$ cat src/rtl/img_scaler_pkg.sv
// Shared encodings, FSM state type and geometry helper for the image scaler.
package img_scaler_pkg;

  localparam logic [1:0] MODE_REP  = 2'b00;
  localparam logic [1:0] MODE_DEC  = 2'b01;
  localparam logic [1:0] MODE_NEAR = 2'b10;
  localparam logic [1:0] MODE_AVG  = 2'b11;

  typedef enum logic [1:0] {
    IDLE  = 2'b00,
    RUN   = 2'b01,
    DRAIN = 2'b10,
    DONE  = 2'b11
  } state_e;

  // Output width/height for a source dimension: zoom-in multiplies, all else divides.
  function automatic int unsigned out_dim(input int unsigned src, input int unsigned k,
                                          input logic [1:0] mode);
    return (mode == MODE_REP) ? (src << k) : (src >> k);
  endfunction

endpackage

$ cat src/rtl/img_scaler_addr_gen.sv
// Output-pixel / in-block counters and source address generation.
module img_scaler_addr_gen
  import img_scaler_pkg::*;
#(
  parameter int unsigned SRC_W  = 160,
  parameter int unsigned SRC_H  = 120,
  parameter int unsigned K      = 1,
  parameter int unsigned ADDR_W = 19
) (
  input  logic              clk,
  input  logic              reset,
  input  logic              advance,
  input  logic [1:0]        mode,
  output logic [ADDR_W-1:0] src_addr_c,
  output logic              first_in_blk_c,
  output logic              last_in_blk_c,
  output logic              last_pix_c
);

  localparam int unsigned F = 1 << K;
  localparam logic [ADDR_W-1:0] OW_UP_M1 = ADDR_W'(out_dim(SRC_W, K, MODE_REP) - 1);
  localparam logic [ADDR_W-1:0] OH_UP_M1 = ADDR_W'(out_dim(SRC_H, K, MODE_REP) - 1);
  localparam logic [ADDR_W-1:0] OW_DN_M1 = ADDR_W'(out_dim(SRC_W, K, MODE_DEC) - 1);
  localparam logic [ADDR_W-1:0] OH_DN_M1 = ADDR_W'(out_dim(SRC_H, K, MODE_DEC) - 1);
  localparam logic [ADDR_W-1:0] SRC_W_A  = ADDR_W'(SRC_W);
  localparam logic [ADDR_W-1:0] HALF_A   = ADDR_W'(F / 2);
  localparam logic [K-1:0]      BLK_M1   = K'(F - 1);

  logic [ADDR_W-1:0] ox, oy;
  logic [K-1:0]      bx, by;
  logic [ADDR_W-1:0] ow_m1, oh_m1;
  logic              is_avg;

  // Per-mode limits, block/pixel flags and the source address of the current read.
  always_comb begin
    ow_m1          = (mode == MODE_REP) ? OW_UP_M1 : OW_DN_M1;
    oh_m1          = (mode == MODE_REP) ? OH_UP_M1 : OH_DN_M1;
    is_avg         = (mode == MODE_AVG);
    last_in_blk_c  = !is_avg || ((bx == BLK_M1) && (by == BLK_M1));
    first_in_blk_c = !is_avg || ((bx == '0) && (by == '0));
    last_pix_c     = (ox == ow_m1) && (oy == oh_m1);
    src_addr_c     = '0;
    case (mode)
      MODE_REP:  src_addr_c = (oy >> K) * SRC_W_A + (ox >> K);
      MODE_DEC:  src_addr_c = (oy << K) * SRC_W_A + (ox << K);
      MODE_NEAR: src_addr_c = ((oy << K) + HALF_A) * SRC_W_A + (ox << K) + HALF_A;
      default:   src_addr_c = ((oy << K) + ADDR_W'(by)) * SRC_W_A + (ox << K) + ADDR_W'(bx);
    endcase
  end

  // Step through the block (average only), then raster order; everything wraps to 0.
  always_ff @(posedge clk) begin
    if (reset) begin
      ox <= '0;
      oy <= '0;
      bx <= '0;
      by <= '0;
    end else if (advance) begin
      if (!last_in_blk_c) begin
        if (bx == BLK_M1) begin
          bx <= '0;
          by <= by + 1'b1;
        end else begin
          bx <= bx + 1'b1;
        end
      end else begin
        bx <= '0;
        by <= '0;
        if (ox == ow_m1) begin
          ox <= '0;
          oy <= (oy == oh_m1) ? '0 : oy + 1'b1;
        end else begin
          ox <= ox + 1'b1;
        end
      end
    end
  end

endmodule

$ cat src/rtl/img_scaler.sv
// ROM-to-RAM image scaler: FSM, read/write pipeline, block accumulator and write port.
module img_scaler
  import img_scaler_pkg::*;
#(
  parameter int unsigned PIX_W  = 8,
  parameter int unsigned SRC_W  = 160,
  parameter int unsigned SRC_H  = 120,
  parameter int unsigned K      = 1,
  parameter int unsigned ADDR_W = 19
) (
  input  logic              clk,
  input  logic              reset,
  input  logic              start,
  input  logic [1:0]        mode,
  output logic [ADDR_W-1:0] rom_addr,
  input  logic [PIX_W-1:0]  rom_data,
  output logic [ADDR_W-1:0] ram_wraddr,
  output logic [PIX_W-1:0]  ram_data,
  output logic              ram_wren,
  output logic              busy,
  output logic              done
);

  localparam int unsigned F     = 1 << K;
  localparam int unsigned ACC_W = PIX_W + 2 * K;

  state_e            state;
  logic [1:0]        mode_q;
  logic              tail;
  logic              drain_cnt;
  logic [ADDR_W-1:0] wa_cnt;
  logic              v0, wr0, first0;
  logic              v1, wr1, first1;
  logic [ACC_W-1:0]  acc;

  logic              accept_c;
  logic              issue_c;
  logic [1:0]        mode_c;
  logic [ADDR_W-1:0] src_addr_c;
  logic              first_in_blk_c, last_in_blk_c, last_pix_c;
  logic [ACC_W-1:0]  sum_c;
  logic [PIX_W-1:0]  wdata_c;

  // Accept in IDLE/DONE; the address generator sees the incoming mode on that edge.
  always_comb begin
    accept_c = start && ((state == IDLE) || (state == DONE));
    issue_c  = accept_c || ((state == RUN) && !tail);
    mode_c   = accept_c ? mode : mode_q;
  end

  img_scaler_addr_gen #(
    .SRC_W  (SRC_W),
    .SRC_H  (SRC_H),
    .K      (K),
    .ADDR_W (ADDR_W)
  ) u_addr_gen (
    .clk            (clk),
    .reset          (reset),
    .advance        (issue_c),
    .mode           (mode_c),
    .src_addr_c     (src_addr_c),
    .first_in_blk_c (first_in_blk_c),
    .last_in_blk_c  (last_in_blk_c),
    .last_pix_c     (last_pix_c)
  );

  // Running block sum and the pixel to write (straight copy or truncated mean).
  always_comb begin
    sum_c   = (first1 ? '0 : acc) + ACC_W'(rom_data);
    wdata_c = (mode_q == MODE_AVG) ? PIX_W'(sum_c >> (2 * K)) : rom_data;
  end

  // Source dimensions must divide by the factor for the zoom-out modes.
  always @(posedge clk) begin
    if (!reset && busy && (mode_q != MODE_REP))
      assert (((SRC_W % F) == 0) && ((SRC_H % F) == 0))
        else $error("img_scaler: source size not a multiple of the scale factor");
  end

  // FSM, two-stage read pipeline, accumulator and registered write port.
  always_ff @(posedge clk) begin
    if (reset) begin
      state      <= IDLE;
      mode_q     <= MODE_REP;
      tail       <= 1'b0;
      drain_cnt  <= 1'b0;
      wa_cnt     <= '0;
      v0         <= 1'b0;
      wr0        <= 1'b0;
      first0     <= 1'b0;
      v1         <= 1'b0;
      wr1        <= 1'b0;
      first1     <= 1'b0;
      acc        <= '0;
      rom_addr   <= '0;
      ram_wraddr <= '0;
      ram_data   <= '0;
      ram_wren   <= 1'b0;
      busy       <= 1'b0;
      done       <= 1'b0;
    end else begin
      v0     <= issue_c;
      wr0    <= last_in_blk_c;
      first0 <= first_in_blk_c;
      if (issue_c) rom_addr <= src_addr_c;

      v1       <= v0;
      wr1      <= v0 && wr0;
      first1   <= first0;
      ram_wren <= v1 && wr1;
      if (v1) begin
        acc <= sum_c;
        if (wr1) begin
          ram_data   <= wdata_c;
          ram_wraddr <= wa_cnt;
          wa_cnt     <= wa_cnt + 1'b1;
        end
      end

      case (state)
        IDLE, DONE: begin
          if (start) begin
            state  <= RUN;
            mode_q <= mode;
            tail   <= last_pix_c && last_in_blk_c;
            wa_cnt <= '0;
            busy   <= 1'b1;
            done   <= 1'b0;
          end
        end
        RUN: begin
          if (tail) begin
            state     <= DRAIN;
            drain_cnt <= 1'b0;
          end else if (last_pix_c && last_in_blk_c) begin
            tail <= 1'b1;
          end
        end
        DRAIN: begin
          if (drain_cnt) begin
            state <= DONE;
            tail  <= 1'b0;
            busy  <= 1'b0;
            done  <= 1'b1;
          end else begin
            drain_cnt <= 1'b1;
          end
        end
        default: state <= IDLE;
      endcase
    end
  end

endmodule
$ cat config.mk
export PLATFORM = sky130hd
export DESIGN_NAME = img_scaler
export DESIGN_NICKNAME = d
export VERILOG_FILES = /design/src/rtl/img_scaler_pkg.sv /design/src/rtl/img_scaler_addr_gen.sv /design/src/rtl/img_scaler.sv
export SDC_FILE = /design/constraint.sdc
export NUM_CORES = 1
export LEC_CHECK = 0
export CORE_MARGIN = 2
export CORE_UTILIZATION = 40
export CTS_CLUSTER_DIAMETER = 100
export DETAILED_ROUTE_END_ITERATION = 10
export PLACE_DENSITY = 0.69
export SYNTH_ARGS = -nofsm -noshare
export SYNTH_HDL_FRONTEND = slang
export SYNTH_SLANG_ARGS = --single-unit
$ cat constraint.sdc
create_clock -name clk -period 5.9 [get_ports clk]
set_input_delay 1.77 -clock clk [delete_from_list [all_inputs] [get_ports clk]]
set_output_delay 1.77 -clock clk [all_outputs]
set_load 0.01 [all_outputs]
metal_stack.png
(2 px per micron)
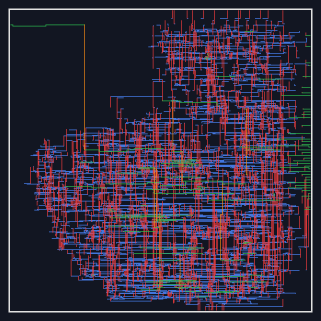
[green] met3 | wire length: 1,170 microns
[blue] met1 | wire length: 11,000 microns
[orange] met4 | wire length: 282 microns
[red] met2 | wire length: 9,290 microns
WL final: 21.8 mm
Wirelength per Cell: 15.5 microns

port_nets.png
(3 px per micron)
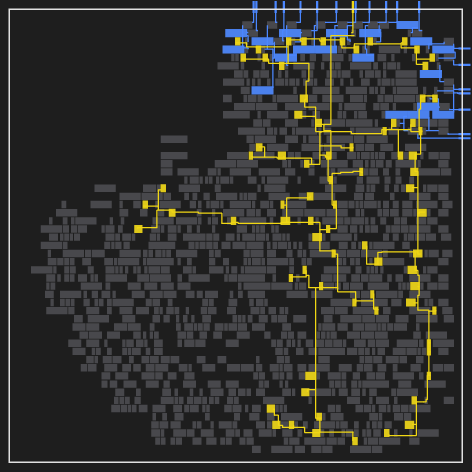
[yellow] reset | direction: input | end cells: 77 | buffers: 2 | wire: 823 microns
[blue] ram_wraddr | direction: output | end cells: 19 | buffers: 19 | wire: 293 microns

==> flow_summary.toml <==
# generated from flow reports
[pwr]
seqPwrFrac_pct = 36.2
p_int_mw = 1.85
powerDensity_nw_per_um2 = 288
p_comb_share_pct = 27.8
peakVddDrop_uv = 170
power_leakage_nw = 4.24
p_clk_share_pct = 36.1
sw_frac_of_total_pct = 35.9
power.total_mw = 2.88

[setup_path]
cp-end-kind = "flop"
r2r_slack_ns = 1.20
regToRegEndpoint = "rom_addr[17]"
cp.required_ns = 6.25
arrival_ns = 5.67
crit_path_cell_trace = "clkdlybuf4s50_1 -> and2_1 -> o21ai_1 -> mux2i_1 -> o21ai_0 -> a21o_1 -> a21oi_1 -> xnor2_1 -> ha_1 -> and2_1 -> o21ai_0 -> o211ai_1 -> a221oi_1 -> xnor2_1 -> a311o_1 -> a31oi_1"
worstSetupStartpointType = "primary input"
worst_path_dominant_cell_family = "AND-OR/OR-AND gates"
criticalPathCategory = "in -> reg"
ff2ff_path_depth = 14
crit_fanout = 8
r2r-start = "u_addr_gen.oy[3]"
max_stage_delay_ns = 0.52
cp_slowest_cell = "clkdlybuf4s50_1"
path_buffers = 1

[drt]
final_antenna_net_count = 0
drtIter0Drc = 530
vias_per_cell = 5.42
route.vias.total = 7628
drt_pass1_iterations = 5

[placed_design]
place_congestion = 0.937
port_buffers = 61
place_hpwl_mm = 16.7

[timing]
clock.fmax_ghz = 0.188
whs_ns = 0.424
finalWorstSetupSlack_ns = 0.578
max-slew-margin-rel_pct = 41.5
tightest_slew_ns = 0.878
skew_ns = 0.0104
hold_viol = 0
finalCriticalPeriod_ns = 5.32
report.final.slew_viol_count = 0
tns_ns = 0
finalSetupViolCount = 0
rsz0062_at_grt = "no"
final.period_utilization_pct = 90.2

[final_layout]
layout.nets = 1218
areaGrowthSynthToFinish_pct = 16.6
num-fill-cells = 2046
drive_above_1_share_pct = 5.47
logic_area_sq_um = 5710
antennaDiodeCount = 0

[cts]
h-tree-depth = 4
post_cts_resized = 0
cts_hold_buffers = 0
cts.path.max_buffers = 2
cts_setup_buffers = 0
clkLatencyLatePin_ns = 0.43
cts_tree = "built"
cts_buffers = 17
clk_pin_slew_ns = 0.07
clkSinkCount = 130
root_buffer = "clkbuf_16"

[yosys]
fp_nets = 1172
synth_chip_area_sq_um = 8590
area_leaders = "dfxtp_1 30%, ha_1 12%, nor2_1 6.2%"
largest_area_cell = "dfxtp_1"
synth_top_area_share_pct = 30.3
async_flop_share_pct = 0
synth_area_sq_um = 8590
edf_count = 0
ys_ff = 130
syn_area_per_cell_sq_um = 8.00
syn-instance-count = 1074
synth_cell_types = 62
yosysWarnings = 0
yosysCellCount = 1074
common_cells = "142 x nor2_1, 130 x dfxtp_1, 130 x nand2_1"
seq_area_frac_synth_pct = 30.3
top_cell = "nor2_1"

[hold_path]
hold_start = "wr0"
hold_end = "wr1"
hold_path_depth = 1
hold_class = "reg -> reg"

[floorplanning]
row_count = 53
die_w_microns = 151
core_area_sq_um = 21000
initCoreUtil_pct = 40.9
chip_area_sq_um = 22700
io_pins = 62
die_y_microns = 151

[grt]
grt_max_degree = 48
grt_pass1_wl_mm = 35.5
grtUsageTotal_pct = 20.0
grt_antenna_before_repair = 0
grt_pass1_vias = 6858
grt_overflow = 0

[run_status]
status = "completed"

[job]
warnings = 29
registers.png
(2 px per micron) Other sequential cells in the stronger grey, the rest of the logic in the fainter grey.
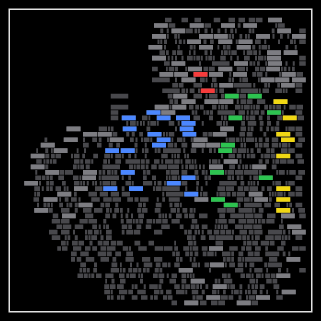
[red] state | sequential cells: 2
[blue] u_addr_gen.ox | sequential cells: 19 | where: middle
[green] acc | sequential cells: 10 | where: right middle
[yellow] ram_data | sequential cells: 8 | where: right middle
not coloured: 91
Seq. cell area: 2600 sq um
sequential power: 1.04 mW
Core Util, Final: 47.6%

[worst max-delay path by stage]
stage / cells past startpoint / end / start
final: 16 / rom_addr[18] / start
after global routing: 16 / rom_addr[18] / start
after CTS: 16 / rom_addr[18] / start
after detailed placement: 16 / rom_addr[18] / start
after global placement: 16 / rom_addr[18] / start
after floorplan: 15 / rom_addr[18] / start
[sequential cells by signal, indices dropped and copies added (netlist names), 2 cells and up]
signal,flops
wa_cnt,19
acc,10
state,2
rom_addr,19
mode_q,2
ram_wraddr,19
u_addr_gen.oy,19
ram_data,8
u_addr_gen.ox,19
[power groups by stage]
stage / Sequential (mW) / Clock, mW / Combinational (mW)
final: 1.04 / 1.04 / 0.799
after CTS: 1.04 / 1.06 / 0.796
after global routing: 1.05 / 1.10 / 0.882
after detailed placement: 1.06 / 0 / 0.793
after global placement: 1.06 / 0 / 0.787
after floorplan: 1.06 / 0 / 0.521
[through the flow]
| stage | instance area (sq um) | cells | utilization, % |
|---|---|---|---|
| 6_report | 10000 | 1408 | 47.6 |
| 5_1_grt | 10000 | 1408 | 47.6 |
| 4_1_cts | 10000 | 1408 | 47.6 |
| 3_5_place_dp | 9430 | 1376 | 44.9 |
| 3_3_place_gp | 9430 | 1376 | 44.9 |
| 2_1_floorplan | 8590 | 1074 | - |
[routing by layer]
metal  track usage, %  vias to the layer above  wire [microns]
met5                0                        -               0
met4             5.80                        0             282
met3             3.70                       19            1170
met2             30.3                      182            9290
met1             28.8                     3556           11000
li1                 -                     3871               -
[kinds of logic after synthesis]
kind of cell / Yosys count / synth area share [%]
AND-OR/OR-AND: 227 / 16.7
XOR/XNOR: 111 / 11.3
adder cells (fa/ha/maj): 85 / 12.9
buffers and inverters: 68 / 3.20
flip-flops: 130 / 30.3
multiplexers: 19 / 2.29
AND/OR/NAND/NOR: 434 / 23.3
[cell usage in the layout (no fill, tap or decap), types with 4 or more instances in the layout]
cell and instances:
mux2i_1 16, nor2_1 142, xnor2_1 56, ha_1 79, and3_1 19, nand3_1 33
and2_1 10, a311oi_1 8, xor2_1 55, a221oi_1 5, nor4_1 9, dfxtp_1 130
or3_1 17, nand2_1 130, nor2b_1 15, clkdlybuf4s50_1 60, a211oi_1 28, or2_2 7
o21ai_0 41, clkbuf_16 17, nand4_1 11, nor3_1 23, a31oi_1 7, o21a_1 5
inv_1 23, a21o_1 18, inv_8 7, nand2b_1 7, buf_4 10, fa_1 6
nor4b_1 4, o211ai_1 6, a21oi_1 80
[area by class of cell]
type / instances / share of cell area (%)
well taps: 275 / 3.44
repair buffers: 71 / 6.80
inverters: 24 / 0.912
flip-flops and latches: 130 / 26.0
multi-input cells: 876 / 57.0
clock inverters: 15 / 1.61
clock buffers: 17 / 4.25
Power figures rest on the tool's default switching activity, not on a simulated workload.
